==> src/rtl/mem_responder.sv <==
`default_nettype none
// ============================================================================
// Module   : mem_responder
// Purpose  : Memory-side target of the core memory bus. Holds a
//            2**ADDR_BITS-word RAM plus a separately stored interrupt word.
//            Reads return through a READ_LAT-deep pipeline with a valid
//            strobe. Illegal requests raise a one-cycle error pulse.
// Ports    : clk          - clock, all logic on the rising edge
//            rst_n        - synchronous active-low reset
//            i_mem_r_en   - read request, sampled every cycle
//            i_mem_w_en   - write request, sampled every cycle
//            i_mem_addr   - word address (upper bits must be zero)
//            i_mem_w_data - write data
//            o_mem_r_data - read data, held between strobes
//            o_r_valid    - one-cycle strobe, read data returned this cycle
//            o_interrupt  - current interrupt word
//            o_err        - one-cycle pulse, illegal request at last edge
// Revision : 1.0 - initial release
// ============================================================================

`ifndef DATA_WIDTH
`define DATA_WIDTH 16
`endif

module mem_responder #(
    parameter int ADDR_BITS = 8,
    parameter int READ_LAT  = 2,
    parameter int INT_ADDR  = (2**ADDR_BITS) - 1
) (
    input  logic                   clk,
    input  logic                   rst_n,
    input  logic                   i_mem_r_en,
    input  logic                   i_mem_w_en,
    input  logic [`DATA_WIDTH-1:0] i_mem_addr,
    input  logic [`DATA_WIDTH-1:0] i_mem_w_data,
    output logic [`DATA_WIDTH-1:0] o_mem_r_data,
    output logic                   o_r_valid,
    output logic [`DATA_WIDTH-1:0] o_interrupt,
    output logic                   o_err
);

    localparam int                  c_data_w  = `DATA_WIDTH;
    localparam int                  c_depth   = 2**ADDR_BITS;
    localparam logic [ADDR_BITS-1:0] c_int_idx = ADDR_BITS'(INT_ADDR);

    // Parameter sanity: refuse to elaborate an unsupported configuration.
    if (READ_LAT < 1 || READ_LAT > 4) begin : g_bad_read_lat
        $error("mem_responder: READ_LAT must be in 1..4");
    end
    if (ADDR_BITS < 1 || ADDR_BITS >= c_data_w) begin : g_bad_addr_bits
        $error("mem_responder: ADDR_BITS must be in 1..DATA_WIDTH-1");
    end
    if (INT_ADDR < 0 || INT_ADDR >= c_depth) begin : g_bad_int_addr
        $error("mem_responder: INT_ADDR must be a valid word index");
    end

    logic [c_data_w-1:0]  r_mem [c_depth];
    logic [c_data_w-1:0]  r_interrupt;
    logic                 r_err;

    logic [ADDR_BITS-1:0] w_index;
    logic                 w_out_of_range;
    logic                 w_is_int;
    logic                 w_wr_ok;
    logic                 w_rd_accept;
    logic [c_data_w-1:0]  w_rd_data;
    logic                 w_err;

    // ------------------------------------------------------------------
    // Request decode
    // ------------------------------------------------------------------
    always_comb begin
        w_index        = i_mem_addr[ADDR_BITS-1:0];
        w_out_of_range = |i_mem_addr[c_data_w-1:ADDR_BITS];
        w_is_int       = (w_index == c_int_idx);
        w_wr_ok        = i_mem_w_en & ~w_out_of_range;
        // A simultaneous write wins; the read is dropped and flagged.
        w_rd_accept    = i_mem_r_en & ~i_mem_w_en;
        // Data is sampled at the request edge, so reads already in flight
        // keep their value even if the word is rewritten afterwards.
        if (w_out_of_range) begin
            w_rd_data = '0;
        end else if (w_is_int) begin
            w_rd_data = r_interrupt;
        end else begin
            w_rd_data = r_mem[w_index];
        end
        w_err = (i_mem_r_en & i_mem_w_en) |
                ((i_mem_r_en | i_mem_w_en) & w_out_of_range);
    end

    // ------------------------------------------------------------------
    // Storage. The RAM has no reset so it maps onto block memory; writes
    // are suppressed while reset is asserted.
    // ------------------------------------------------------------------
    always_ff @(posedge clk) begin
        if (rst_n && w_wr_ok && !w_is_int) begin
            r_mem[w_index] <= i_mem_w_data;
        end
    end

    always_ff @(posedge clk) begin
        if (!rst_n) begin
            r_interrupt <= '0;
            r_err       <= 1'b0;
        end else begin
            if (w_wr_ok && w_is_int) begin
                r_interrupt <= i_mem_w_data;
            end
            r_err <= w_err;
        end
    end

    // ------------------------------------------------------------------
    // Read pipeline. Stage 0 captures at the request edge, so the last
    // stage is visible READ_LAT cycles after the request. Each stage only
    // loads data alongside a valid, which makes the last stage hold the
    // most recently returned word between strobes.
    // ------------------------------------------------------------------
    for (genvar gi = 0; gi < READ_LAT; gi++) begin : g_stage
        logic                w_in_valid;
        logic [c_data_w-1:0] w_in_data;
        logic                r_valid;
        logic [c_data_w-1:0] r_data;

        if (gi == 0) begin : g_head
            assign w_in_valid = w_rd_accept;
            assign w_in_data  = w_rd_data;
        end else begin : g_body
            assign w_in_valid = g_stage[gi-1].r_valid;
            assign w_in_data  = g_stage[gi-1].r_data;
        end

        always_ff @(posedge clk) begin
            if (!rst_n) begin
                r_valid <= 1'b0;
                r_data  <= '0;
            end else begin
                r_valid <= w_in_valid;
                if (w_in_valid) begin
                    r_data <= w_in_data;
                end
            end
        end
    end

    assign o_r_valid    = g_stage[READ_LAT-1].r_valid;
    assign o_mem_r_data = g_stage[READ_LAT-1].r_data;
    assign o_interrupt  = r_interrupt;
    assign o_err        = r_err;

endmodule

`default_nettype wire
==> config.mk <==
export PLATFORM = sky130hd
export DESIGN_NAME = mem_responder
export DESIGN_NICKNAME = d
export VERILOG_FILES = /design/src/rtl/mem_responder.sv
export SDC_FILE = /design/constraint.sdc
export NUM_CORES = 2
export LEC_CHECK = 0
export CORE_UTILIZATION = 35
export DETAILED_ROUTE_END_ITERATION = 8
export PLACE_DENSITY_LB_ADDON = 0.08
export SLEW_MARGIN = 20
export SYNTH_ARGS = -nofsm -noshare
export SYNTH_HDL_FRONTEND = slang
export SYNTH_SLANG_ARGS = --single-unit
==> constraint.sdc <==
create_clock -name clk -period 4.7 [get_ports clk]
set_input_delay 0.47 -clock clk [delete_from_list [all_inputs] [get_ports clk]]
set_output_delay 0.47 -clock clk [all_outputs]
set_load 0.05 [all_outputs]
==> Slide: Implementation Results <==
Synthesis and Place & Route Summary

Die
  • FP Core Util: 35.21%
  • Number of tapcells: 5976
  • Number of rows in the core area: 247

Setup path
  • Family of cells with the greatest summed delay on the critical path: AND-OR/OR-AND gates
  • Critical Path Source Type: input port
  • Required time at the endpoint of the critical path: 5.61 ns
  • Worst setup path endpoint: g_stage[0].r_data[5]
  • Data arrival time of the critical path: 4.56 ns
  • Element type at the critical path end: register

Finish
  • Post-route non-filler standard cell count: 14900
  • Area Growth Syn to Fin: 18.90%
  • Footprint of the multi-input gates: 0.03341 mm2
  • Inverters excl. clock: 14
  • Layout cell share with drive strength beyond 1: 26.73%

Synthesis
  • Yosys warns: 0
  • Top-area cell share: 77.04%
  • Number of synthesized register bits: 4146
  • Share of async-settable or async-resettable flops after synthesis: 0%
  • Leading post-synthesis cells by instance count: edfxtp_1 (4095), mux4_2 (757), mux2i_1 (660)
  • Seq/Total Area, Yosys: 77.68%

Detailed routing
  • Routed wl met3: 28260 um
  • Overall routed net length: 533100 um
  • Total via count after detailed routing: 82270
  • Met1 layer wirelength in the final routing: 237300 um

Clock tree
  • CTS Hold Bufs: 11

STA
  • Period utilisation layout: 77.52%
  • Final setup violation count: 0
  • Rel. slew slack: 21.51%
  • Worst path setup slack after routing: 1.057 ns

Flow run
  • Maxcap violations: 0

Global routing
  • Vias in the first global route: 82240
  • Residual overflow from global routing: 0
  • Combined global-route utilization of all metal layers: 22.78%

Worst hold path
  • Cell count of the worst hold path: 1

Power and ir drop
  • Power in combinational cells: 4.37 mW

Status
  • Run status: finished clean
cell usage in the layout (no fill, tap or decap), types with 45 or more instances in the layout:
cell type | Yosys | layout
a22oi_1 | 242 | 242
clkinv_2 | 0 | 89
a22o_1 | 93 | 93
clkinv_1 | 3 | 102
mux2i_1 | 660 | 660
clkbuf_1 | 172 | 99
mux4_2 | 757 | 757
a21oi_1 | 131 | 128
clkbuf_16 | 0 | 464
dfxtp_1 | 51 | 51
buf_4 | 64 | 535
o21ai_0 | 66 | 59
nand2_1 | 194 | 182
a221oi_1 | 107 | 106
o22ai_1 | 69 | 69
nor2_1 | 320 | 218
nor2_2 | 0 | 98
edfxtp_1 | 4095 | 4095
nand3_1 | 117 | 114
buf_12 | 0 | 263
clkdlybuf4s50_1 | 0 | 45
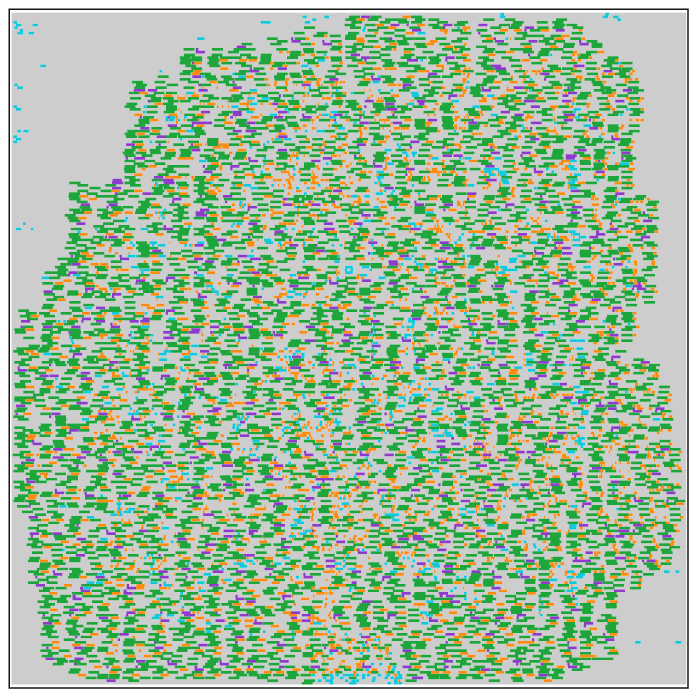
cell_classes.png
Drawn at 1 px/um. Fill, decap, tap and diode cells in gray.
[green] flip-flops | cells: 4146
[orange] all other logic | cells: 3031
[cyan] other buffers and delay cells | cells: 878
[purple] clock drivers and dummy loads | cells: 836

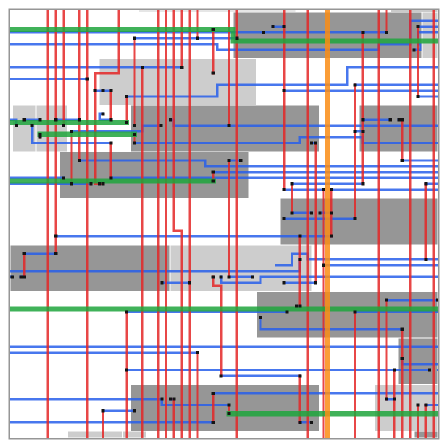
zoom.png
Window x 326 to 351, y 326 to 351 um. Cells in gray, sequential cells in the stronger gray; small squares are vias.
[blue] met1
[red] met2
[orange] met4
[green] met3
sequential cells in the window: 7
most frequent: edfxtp_1 (7)
cells with their middle in the window: 11
netlist names of flops here include: r_mem (7)

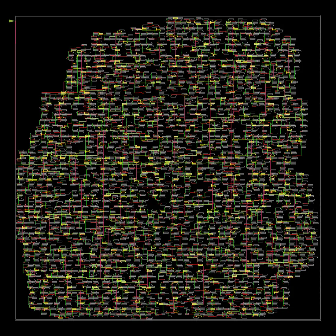
final_clocks.png
skew final: 0.08739 ns
clk sinks: 4146
clock insertion delay at the later pin of the skew report: 1.02 ns

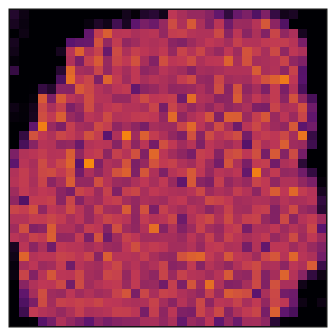
density.png
The die is cut into 34 by 34 equal tiles; black is low, pale yellow is high, 0 to 100% covered.
nearly empty tiles: 10%
mean over tiles: 40%
fullest tile: 74%
emptiest ninth of the die: upper left

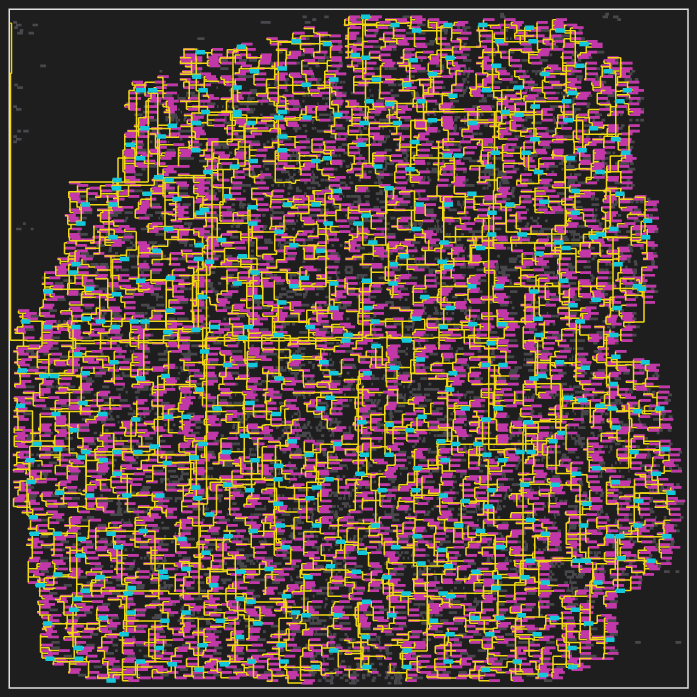
clock_map.png
Drawn at 1 px/um.
[cyan] cells driving clock nets | count: 455
[yellow] clock wires | length: 52.9 mm
[magenta] flip-flops | count: 4146
flops lie: widely spread
routed clock nets: 456

Power and IR drop assume default switching activity.
